### src/rtl/timer_dev.sv
// Programmable down-counter timer on the bridge device bus: CTRL/PRESET/COUNT
// registers, one-shot or auto-reload, interrupt request when the count expires.
module timer_dev #(
   parameter int COUNT_W = 32
) (
   input  logic        clk,
   input  logic        reset,
   input  logic [31:0] Addr,
   input  logic        WE,
   input  logic [31:0] WD,
   output logic [31:0] RD,
   output logic        IRQ
);

   typedef enum logic [1:0] {
      ST_IDLE,
      ST_LOAD,
      ST_CNT,
      ST_INT
   } state_t;

   localparam logic [1:0] MODE_RELOAD = 2'b01;

   state_t               state_reg, state_next;
   logic [3:0]           ctrl_reg, ctrl_next;
   logic [COUNT_W-1:0]   preset_reg, preset_next;
   logic [COUNT_W-1:0]   count_reg, count_next;
   logic                 irq_pend_reg, irq_pend_next;

   logic                 ctrl_en;
   logic [1:0]           ctrl_mode;
   logic                 ctrl_im;
   logic                 wr_ctrl;
   logic                 wr_preset;
   logic                 bus_unused;

   assign ctrl_en    = ctrl_reg[0];
   assign ctrl_mode  = ctrl_reg[2:1];
   assign ctrl_im    = ctrl_reg[3];
   assign wr_ctrl    = WE && (Addr[3:2] == 2'd0);
   assign wr_preset  = WE && (Addr[3:2] == 2'd1);
   assign bus_unused = ^{Addr[31:4], Addr[1:0], WD};

   always_ff @(posedge clk) begin
      if (reset) begin
         state_reg    <= ST_IDLE;
         ctrl_reg     <= '0;
         preset_reg   <= '0;
         count_reg    <= '0;
         irq_pend_reg <= 1'b0;
      end else begin
         state_reg    <= state_next;
         ctrl_reg     <= ctrl_next;
         preset_reg   <= preset_next;
         count_reg    <= count_next;
         irq_pend_reg <= irq_pend_next;
      end
   end

   always_comb begin
      state_next    = state_reg;
      ctrl_next     = ctrl_reg;
      preset_next   = preset_reg;
      count_next    = count_reg;
      irq_pend_next = irq_pend_reg;

      // Auto-reload turns the pending flag into a single-cycle pulse.
      if (ctrl_mode == MODE_RELOAD && irq_pend_reg)
         irq_pend_next = 1'b0;

      case (state_reg)
         ST_IDLE: begin
            if (ctrl_en)
               state_next = ST_LOAD;
         end
         ST_LOAD: begin
            count_next = preset_reg;
            state_next = ST_CNT;
         end
         ST_CNT: begin
            if (!ctrl_en) begin
               state_next = ST_IDLE;
            end else if (count_reg > COUNT_W'(1)) begin
               count_next = count_reg - COUNT_W'(1);
            end else begin
               count_next = '0;
               state_next = ST_INT;
            end
         end
         ST_INT: begin
            irq_pend_next = 1'b1;
            if (ctrl_mode == MODE_RELOAD) begin
               state_next = ST_LOAD;
            end else begin
               state_next   = ST_IDLE;
               ctrl_next[0] = 1'b0;
            end
         end
         default: state_next = ST_IDLE;
      endcase

      // CPU writes come last so they override the FSM's EN clear and pend set.
      if (wr_ctrl) begin
         ctrl_next     = WD[3:0];
         irq_pend_next = 1'b0;
      end
      if (wr_preset) begin
         preset_next   = WD[COUNT_W-1:0];
         irq_pend_next = 1'b0;
      end
   end

   always_comb begin
      RD = 32'd0;
      case (Addr[3:2])
         2'd0:    RD = {28'd0, ctrl_reg};
         2'd1:    RD = 32'(preset_reg);
         2'd2:    RD = 32'(count_reg);
         default: RD = 32'd0;
      endcase
   end

   assign IRQ = ctrl_im & irq_pend_reg;

endmodule

### config.mk
export PLATFORM = sky130hd
export DESIGN_NAME = timer_dev
export DESIGN_NICKNAME = d
export VERILOG_FILES = /design/src/rtl/timer_dev.sv
export SDC_FILE = /design/constraint.sdc
export NUM_CORES = 1
export LEC_CHECK = 0
export CAP_MARGIN = 20
export CORE_AREA = 2 2 93 117
export DETAILED_ROUTE_END_ITERATION = 10
export DIE_AREA = 0 0 95 119
export MAX_ROUTING_LAYER = met4
export PLACE_DENSITY = 0.63
export SYNTH_ARGS = -nofsm -noshare
export SYNTH_HDL_FRONTEND = slang
export SYNTH_SLANG_ARGS = --single-unit
### constraint.sdc
create_clock -name clk -period 5 [get_ports clk]
set_input_delay 1 -clock clk [delete_from_list [all_inputs] [get_ports clk]]
set_output_delay 1 -clock clk [all_outputs]
set_load 0.005 [all_outputs]
==> run notes, run 1 <==
fresh numbers from the pnr run: die width 95 um, largest net degree at the start of global routing 59, Crit Path Max Fanout 28, Worst Hold Class reg2reg, initial antenna violation count 0, sequence of cells on the critical path clkdlybuf4s50_1 -> nor2b_2 -> buf_4 -> a22o_1 -> clkdlybuf4s50_1, worst setup path class in2out, Syn Inst Count 521, endpoints failing setup 0, post-CTS sizing 0, root buf cell clkbuf_16, outcome finished, final reports clean, # H-tree levels 3, Yosys cell types 53, arrival time worst endpoint 2.99 ns, crit start category input pin, Final min period 3.99 ns, CTS clk-pin slew, worst paths 0.05 ns, ys flop type dfxtp_1, first-pass GRT wire length 19700 um, RSZ-0062 raised after global routing no, flip-flops with a built-in enable 0, DR DRC count 0, Flop area 1420 um^2, Seq pwr share 39.7%, Post-synth ARST share 0%, Max VDD drop 0.146 mV, net count after synthesis 590, number of CTS-inserted buffers 9, Comb pwr share 10.7%, Chip Area, Yosys 3970 um^2, via count 4094, antenna-violating nets left 0, Clock Skews 0.00571 ns, die area 11300 um^2, Sw Pwr 0.358 mW, cycle use final 79.9%, number of global-route vias before repair 3864, chip height 119 um, CTS tree done, worst slew pin tran 1.03 ns, Slowest cell on crit path clkdlybuf4s50_1, Layout Nets 628, Max Slew Vio Count 0, 1st-pass router iterations 5, Port Buf Inserts 69, worst stage delay on the critical path 0.68 ns, dpl hpwl 8340 um, CP dominant cell by count clkdlybuf4s50_1, most numerous logic cell after layout nand2_1, ys flops 71, comb. cell area 2310 um^2, number of placement rows 42, tool warning count 57, clk ins delay skew pair 0.34 ns, CTS sink count 71, fill cell count 1029, most frequent cells in the layout 88 x nand2_1, 71 x dfxtp_1, 68 x clkdlybuf4s50_1, 56 x a21oi_1, 28 x a22o_1, leakage 1.80 nW, Synth Cell Area 3970 um^2, endpoints failing hold 0, maxcap violations 0, Slew headroom 31.3%, WL/cell 17.6 um, DRT iter0 DRCs 308, Max clock buf depth 2, Syn Area/Cell 7.62 um^2, fmax 250 MHz, synthesis warning total 0, clock power share 49.6%, switching share of power 23.9%, GPL Wtd Cong 0.875, layout cells sized above 1 6.03%, register share after synthesis 35.8%, Hold Buf Count CTS 0
-- run 1: worst max-delay path, delay by kind of cell --
kind            cells  cell delay (ns)
buf+inv             3             1.53
compound gates      1             0.25
simple gates        1             0.20
-- run 1: cell usage after synthesis, drive strengths merged, types with 5 or more instances --
master  instances  area, um^2
buf             6        40.0
nor2b           7        43.8
nor4           15        93.8
or4             9        71.3
dfxtp          71        1420
nand2          88         330
nor3           12        60.1
nor2           23        86.3
a21oi          57         285
o21ai          19        95.1
a221oi          7        61.3
nand2b          6        37.5
nand3          18        90.1
o31ai           5        37.5
and3            5        31.3
clkbuf         45         169
inv            11        41.3
a31oi          12        75.1
a211oi          5        37.5
mux2i           8        80.1
a22o           28         245
nand3b          5        50.1
-- run 1: stage by stage --
stage               hold WS (ns)  worst slack (ns)  instance area (um^2)  std cells  power (mW)
floorplan                  0.444              1.81                  3970        521       0.699
global placement           0.458              1.03                  4680        679       0.761
detailed placement         0.466              1.02                  4680        679       0.763
CTS                        0.475              1.01                  5030        695        1.50
global route               0.492             0.920                  5030        696        1.54
finish                     0.471              1.01                  5030        696        1.50
-- run 1: cell families (layout without fill, tap and decap cells) --
logic type	count (synthesis)	in the layout	share of synthesized area [%]
AND-OR/OR-AND	165	165	27.9
XOR/XNOR	5	5	1.10
adder cells (fa/ha/maj)	2	2	0.630
buffers and inverters	62	105	6.30
flip-flops	71	71	35.8
multiplexers	10	10	2.58
AND/OR/NAND/NOR	206	206	25.7
-- run 1: layout make-up --
type	count	area share [%]
clock buffers	9	4.47
clock inverters	7	2.41
inverters	11	0.820
multi-input cells	388	45.8
flip-flops and latches	71	28.2
well taps	132	3.28
repair buffers	78	15.0
-- run 1: layer usage --
| layer | up-vias | GRT usage, % | share of wire, % |
|---|---|---|---|
| met2 | 118 | 34.6 | 47 |
| li1 | 2004 | - | - |
| met3 | 18 | 3.67 | 5.2 |
| met5 | - | - | 0 |
| met1 | 1954 | 30.4 | 46 |
| met4 | 0 | 8.88 | 1.8 |
-- run 1: power by group through the flow --
stage | sequential, mW | clock [mW] | combinational, mW
final | 0.594 | 0.743 | 0.159
after global routing | 0.595 | 0.775 | 0.174
after CTS | 0.593 | 0.751 | 0.159
after detailed placement | 0.606 | 0 | 0.157
after global placement | 0.605 | 0 | 0.156
after floorplan | 0.599 | 0 | 0.101
-- run 1: worst paths after layout --
kind / start / end / slack, ns / cells past startpoint
setup / recovery: Addr[3] / RD[10] / 1.01 / 5
hold / removal: preset_reg[14] / preset_reg[14] / 0.47 / 2
setup reg to reg: count_reg[17] / count_reg[18] / 2.18 / 5
hold reg to reg: preset_reg[14] / preset_reg[14] / 0.47 / 2
Figure 1. Gate-type map (run 1).
Scale: 3 px per um.
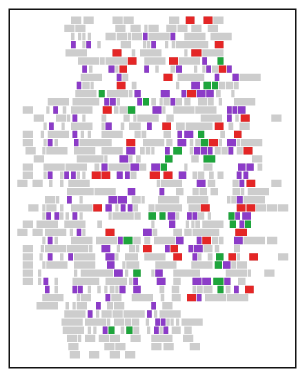
Key: red = AND-OR and OR-AND gates [cells 39, most used a22o_1]; green = AND and OR gates [cells 25, most used or4_1]; purple = inverting AOI/OAI gates [cells 126, most used a21oi_1]

Figure 2. Congestion heat map (run 1).
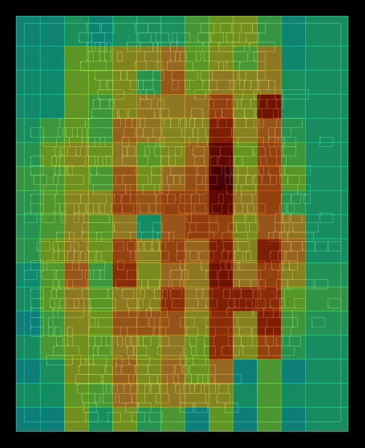
fin util: 48.6%
M1 GR Usage: 30.4%

Figure 3. The metal 3 layer (run 1).
Scale: 4 px per um.
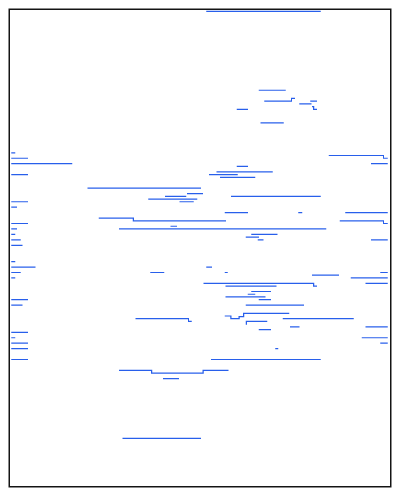
The longest straight run is 51.5 um. The layer holds 5.2% of the routed length.

Figure 4. Placement by cell class (run 1).
Scale: 3 px per um. Fill, decap, tap and diode cells in gray.
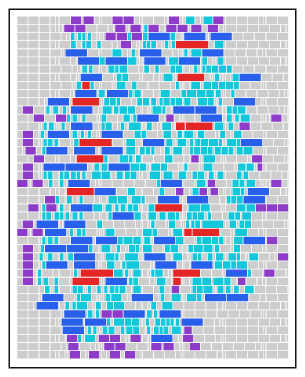

==> run 1 -> run 2 <==
==> constraint.sdc (replaced) <==
create_clock -name clk -period 4.1 [get_ports clk]
set_input_delay 0.82 -clock clk [delete_from_list [all_inputs] [get_ports clk]]
set_output_delay 0.82 -clock clk [all_outputs]
set_load 0.005 [all_outputs]
Figure 5. Placement by cell class (run 2).
Scale: 3 px per um. Fill, decap, tap and diode cells in gray.
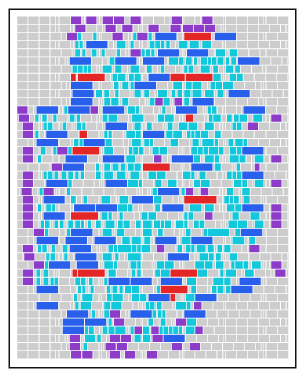
Key: cyan = combinational and other logic [cells 399, share of their area 48%]; red = clock drivers and dummy loads [cells 16, share of their area 6.2%]; blue = flops [cells 71, share of their area 29%]; purple = other buffers and delay cells [cells 81, share of their area 16%]

Figure 6. Congestion heat map (run 2).
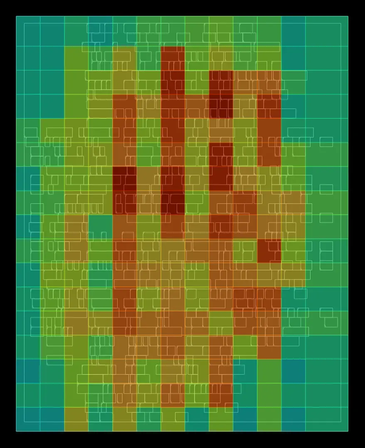
Most Used Layer, Global Route: met2
GRT Util Overall: 23.2%

Figure 7. The metal 3 layer (run 2).
Scale: 4 px per um.
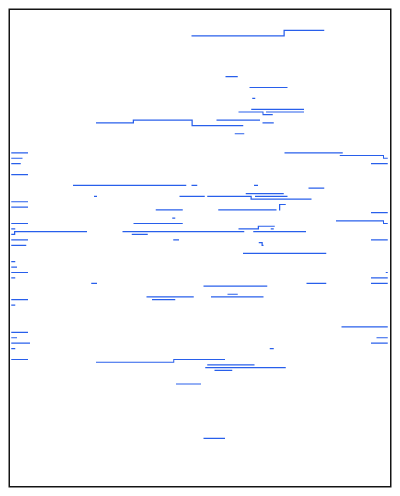
The wires run mostly horizontal. The layer carries 617 um of wire. The longest straight run is 30.1 um. The layer holds 5.0% of the routed length.

==> run 2 against run 1 <==
  * Clock power increased by 5.4%
  * Die size stayed put
  * Synthesized area unchanged
  * Largest power group unchanged
  * Register-to-register slack worse by 1.2 ns
  * Critical path depth stayed put
  * Wire length rose by 0.52%
  * Synthesized cell count unchanged
  * Critical endpoint unchanged
  * Clock-buffer cell count rose by 1
  * Global-route usage up 0.36 points
  * Sequential power increased by 22%
  * Final cell count is 0.43% higher
==> run notes, run 2 <==
fresh numbers from the pnr run: Top cell area share 35.8%, Crit. End Element output pin, Clock Skews 0.00893 ns, CTS sink count 71, Fin Setup TNS 0 ns, most frequent cells in the layout 88 x nand2_1, 71 x dfxtp_1, 68 x clkdlybuf4s50_1, 56 x a21oi_1, 28 x a22o_1, number of placement rows 42, endpoints failing setup 0, Max clock buf depth 2, Layout Nets 631, via count 4078, RSZ-0062 raised after global routing no, WL final 12300 um, Syn Inst Count 521, Worst Hold Class reg2reg, largest net degree at the start of global routing 36, leakage 1.80 nW, Slew headroom 48.3%, Chip Area, Yosys 3970 um^2, number of global-route vias before repair 3944, CTS tree done, die area 11300 um^2, crit start category input pin, worst slew pin tran 0.768 ns, most numerous logic cell after layout nand2_1, Final min period 3.64 ns, Syn Area/Cell 7.62 um^2, fmax 275 MHz, I/O Pins 100, DR DRC count 0, cycle use final 88.7%, initial antenna violation count 0, DRT iter0 DRCs 248, endpoints failing hold 0, Crit Path Max Fanout 28, Post-synth ARST share 0%, M3 GR Usage 4.05%, ys flops 71, layout cells sized above 1 6.53%, outcome finished, final reports clean, worst setup path class in2out, tool warning count 57, first-pass GRT wire length 19900 um, maxcap violations 0, Post-CTS Repair Setup Buffers 0, Overflow after GRT 0, cell taking the most area after synthesis dfxtp_1, synthesis warning total 0, number of CTS-inserted buffers 9, antenna-violating nets left 0, Core Box Area 10400 um^2, Yosys cell types 53, count leader, synth nand2_1, M1 GR Usage 30.6%, post-CTS sizing 0, fin util 48.4%, Max Slew Vio Count 0, root buf cell clkbuf_16, flip-flops with a built-in enable 0, Port Buf Inserts 69, FP Util 38.3%, yosys cell count 521, Hold Buf Count CTS 0, 1st-pass router iterations 5, chip height 119 um, # H-tree levels 3, Synth-to-Final Area Change 26.2%, dpl hpwl 8510 um, top cells, area dfxtp_1 36%, nand2_1 8.3%, a21oi_1 7.2%, ys flop type dfxtp_1, CTS clk-pin slew, worst paths 0.05 ns, M2 GR Usage 36.1%, top cells by count, synth 88 x nand2_1, 71 x dfxtp_1, 57 x a21oi_1, arrival time worst endpoint 2.82 ns, die width 95 um, PD cells 340 nW/um^2, WL/cell 17.6 um, Synth Cell Area 3970 um^2, Max VDD drop 0.191 mV, clk ins delay skew pair 0.34 ns, register share after synthesis 35.8%, net count after synthesis 590, GPL Wtd Cong 0.875
-- run 2: netlist changes by cell type in the layout (fill, tap and decap cells not counted) --
cell        previous run  this run
clkinv_4               1         0
clkinv_2               0         3
buf_4                  9        12
clkinvlp_4             3         2
clkbuf_8               0         1
bufinv_16              3         1
-- run 2: report_power, final --
group / leakage [nW] / switching (mW) / internal (mW)
sequential: 0.575 / 0.0188 / 0.705
combinational: 1.08 / 0.107 / 0.0887
clock: 0.144 / 0.300 / 0.484
total: 1.80 / 0.425 / 1.28
-- run 2: metal layers --
| metal | vias to the layer above | routed length (um) |
|---|---|---|
| met5 | - | 0 |
| met4 | 0 | 210 |
| met3 | 16 | 617 |
| met2 | 122 | 5900 |
| met1 | 1934 | 5610 |
| li1 | 2006 | - |
-- run 2: kinds of logic after synthesis --
group | synth area share [%]
AOI/OAI and AO/OA | 27.9
xor gates and xnor gates | 1.10
adders and majority gates | 0.630
buffers and inverters | 6.30
DFF | 35.8
muxes | 2.58
and+or+nand+nor | 25.7
-- run 2: metrics by stage --
stage / hold WS (ns) / instance area, um^2 / worst slack (ns) / std cells / power, mW
finish: 0.474 / 5010 / 0.463 / 699 / 1.70
global route: 0.502 / 5010 / 0.400 / 699 / 1.77
CTS: 0.475 / 5010 / 0.464 / 699 / 1.72
detailed placement: 0.467 / 4710 / 0.458 / 683 / 0.932
global placement: 0.460 / 4710 / 0.480 / 683 / 0.929
floorplan: 0.444 / 3970 / 1.27 / 521 / 0.853
-- run 2: cell type report --
cell class | count | area, um^2
timing repair buffer | 81 | 776
clock inverter | 6 | 60.1
multi-input combinational | 388 | 2310
inverter | 11 | 41.3
sequential | 71 | 1420
fill | 1057 | 5340
clock buffer | 10 | 239
tap | 132 | 165
-- run 2: path summary, 6_finish.rpt --
check                       from              to  slack, ns  cells after the start
hold / removal    preset_reg[13]  preset_reg[13]       0.47                      2
setup / recovery         Addr[3]          RD[10]       0.46                      5
hold reg to reg   preset_reg[13]  preset_reg[13]       0.47                      2
setup reg to reg   count_reg[17]    count_reg[1]       0.98                      7
-- run 2: worst max-delay path, stage by stage --
cell and delay, ns:
clkdlybuf4s50_1 0.68, nor2b_2 0.21, buf_4 0.34, a22o_1 0.25, clkdlybuf4s50_1 0.51
Figure 8. Cell sizes after repair (run 2).
Scale: 3 px per um.
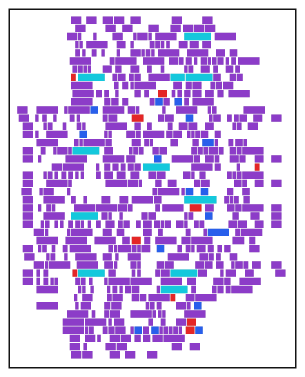

==> run 2 -> run 3 <==
--- a/config.mk
+++ b/config.mk
@@ -11,6 +11,7 @@
 export DIE_AREA = 0 0 95 119
 export MAX_ROUTING_LAYER = met4
 export PLACE_DENSITY = 0.63
+export RECOVER_POWER = 50
 export SYNTH_ARGS = -nofsm -noshare
 export SYNTH_HDL_FRONTEND = slang
 export SYNTH_SLANG_ARGS = --single-unit
Figure 9. Cell sizes after repair (run 3).
Scale: 3 px per um.
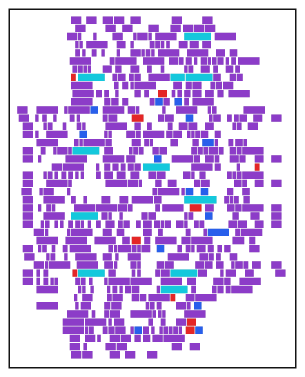
Key: red = _2 cells [cells 10, share 1.8%]; cyan = _6 and larger [cells 11, share 1.9%]; blue = _3 and _4 cells [cells 15, share 2.6%]; purple = _0 and _1 cells [cells 531, share 94%]

Figure 10. Gate-type map (run 3).
Scale: 3 px per um.
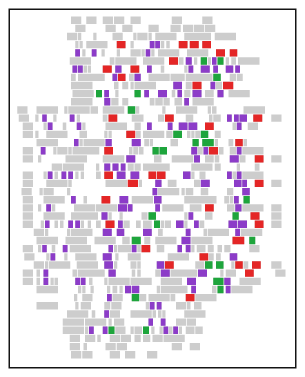
Key: red = AND-OR and OR-AND gates [cells 39, most used a22o_1]; green = AND and OR gates [cells 25, most used or4_1]; purple = inverting AOI/OAI gates [cells 126, most used a21oi_1]

Figure 11. Congestion heat map (run 3).
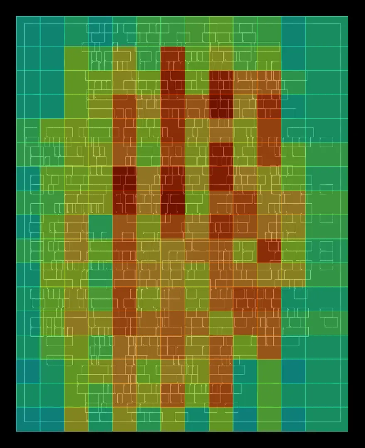
M1 GR Usage: 30.6%
WL/cell: 17.6 um

==> run 3 against run 2 <==
  * Sequential power barely moved
  * Die size is the same
  * Critical path type unchanged
  * Critical path depth stayed put
  * First-iteration DRC count is 0.81% lower
  * Largest cell class unchanged
==> run notes, run 3 <==
fresh numbers from the pnr run: Port Buf Inserts 69, FP Util 38.3%, maxcap violations 0, die width 95 um, Max clock buf depth 2, outcome finished, final reports clean, via count 4077, tool warning count 57, worst slew pin tran 1.28 ns, final worst-path setup slack 0.389 ns, 1st-pass router iterations 5, GRT Util Overall 23.2%, GPL Wtd Cong 0.875, register share after synthesis 35.8%, die area 11300 um^2, CTS sink count 71, fmax 269 MHz, I/O Pins 100, antenna-violating nets left 0, cell taking the most area after synthesis dfxtp_1, endpoints failing hold 0, leakage 1.80 nW, Worst Hold Class reg2reg, chip height 119 um, CTS clk-pin slew, worst paths 0.05 ns, number of placement rows 42, Critical Path RT 3.28 ns, Post-synth ARST share 0%, endpoints failing setup 0, WL final 12300 um, Crit. End Element output pin, Final min period 3.71 ns, Chip Area, Yosys 3970 um^2, number of CTS-inserted buffers 9, Yosys cell types 53, fill cell count 1059, post-CTS sizing 0, Design Power 1.70 mW, # H-tree levels 3, root buf cell clkbuf_16, Max Slew Vio Count 0, top cells, area dfxtp_1 36%, nand2_1 8.3%, a21oi_1 7.2%, Max VDD drop 0.191 mV, flip-flops with a built-in enable 0, worst setup path class in2out, ys flops 71, clk ins delay skew pair 0.34 ns, Overflow after GRT 0, count leader, synth nand2_1, synthesis warning total 0, # diodes 0, cycle use final 90.5%, first-pass GRT wire length 19900 um, comb. cell area 2310 um^2, net count after synthesis 590, Post-Layout Cell Count 699, Slew headroom 15.0%, Place WS 0.458 ns, crit start category input pin, most numerous logic cell after layout nand2_1, dpl hpwl 8510 um, PD cells 340 nW/um^2, Crit Path Max Fanout 28, arrival time worst endpoint 2.89 ns, initial antenna violation count 0, Synth-to-Final Area Change 26.1%, Fin Setup TNS 0 ns, Syn Area/Cell 7.62 um^2, Core Box Area 10400 um^2, CTS tree done, layout cells sized above 1 6.35%, Synth Cell Area 3970 um^2, Flop area 1420 um^2, Clock Skews 0.00895 ns, top cells by count, synth 88 x nand2_1, 71 x dfxtp_1, 57 x a21oi_1, Layout Nets 631, number of global-route vias before repair 3944, most frequent cells in the layout 88 x nand2_1, 71 x dfxtp_1, 66 x clkdlybuf4s50_1, 56 x a21oi_1, 28 x a22o_1, yosys cell count 521, Post-CTS Repair Setup Buffers 0, RSZ-0062 raised after global routing no, Top cell area share 35.8%, DRT iter0 DRCs 246, Vias/cell 5.83, DR DRC count 0, Hold Buf Count CTS 0, cell count after placement 683, Syn Inst Count 521, largest net degree at the start of global routing 36, ys flop type dfxtp_1
## run 3: cell counts after synthesis
Identical to the previous run, type by type.
## run 3: power breakdown
part | internal [mW] | total [mW] | switching [mW]
Combinational | 0.0883 | 0.195 | 0.107
Sequential | 0.705 | 0.724 | 0.0188
Clock | 0.484 | 0.784 | 0.300
Total | 1.28 | 1.70 | 0.425
## run 3: routing by layer
layer,track usage [%],share of wire [%]
met5,-,0
met4,7.43,1.7
met3,4.05,4.8
met2,36.1,48
met1,30.6,46
## run 3: per-stage QoR
stage | hold slack [ns] | utilization [%] | instance area, um^2
4_1_cts | 0.475 | 48.4 | 5010
3_3_place_gp | 0.460 | 45.5 | 4710
6_report | 0.474 | 48.4 | 5010
3_5_place_dp | 0.467 | 45.5 | 4710
5_1_grt | 0.502 | 48.4 | 5010
2_1_floorplan | 0.444 | - | 3970
## run 3: cells by family after synthesis
group,share of synthesized area (%)
XOR/XNOR,1.10
buffers and inverters,6.30
flip-flops,35.8
AND-OR/OR-AND,27.9
adder cells (fa/ha/maj),0.630
multiplexers,2.58
AND/OR/NAND/NOR,25.7
## run 3: critical path: stages
cell and delay (ns):
dlygate4sd3_1 0.75, nor2b_2 0.21, buf_4 0.34, a22o_1 0.25
clkdlybuf4s50_1 0.51
## run 3: final timing paths
path                  start             end  slack, ns  depth (start not counted)
max                 Addr[3]          RD[10]       0.39                          5
min          preset_reg[13]  preset_reg[13]       0.47                          2
max reg2reg   count_reg[17]    count_reg[1]       0.98                          7
min reg2reg  preset_reg[13]  preset_reg[13]       0.47                          2
## run 3: area by class of cell
cell class                 instances  share of cell area, %
clock buffer                      10                   4.77
tap                              132                   3.30
inverter                          11                  0.825
timing repair buffer              81                   15.4
clock inverter                     6                   1.20
sequential                        71                   28.4
multi-input combinational        388                   46.1
Power figures rest on the tool's default switching activity, not on a simulated workload.
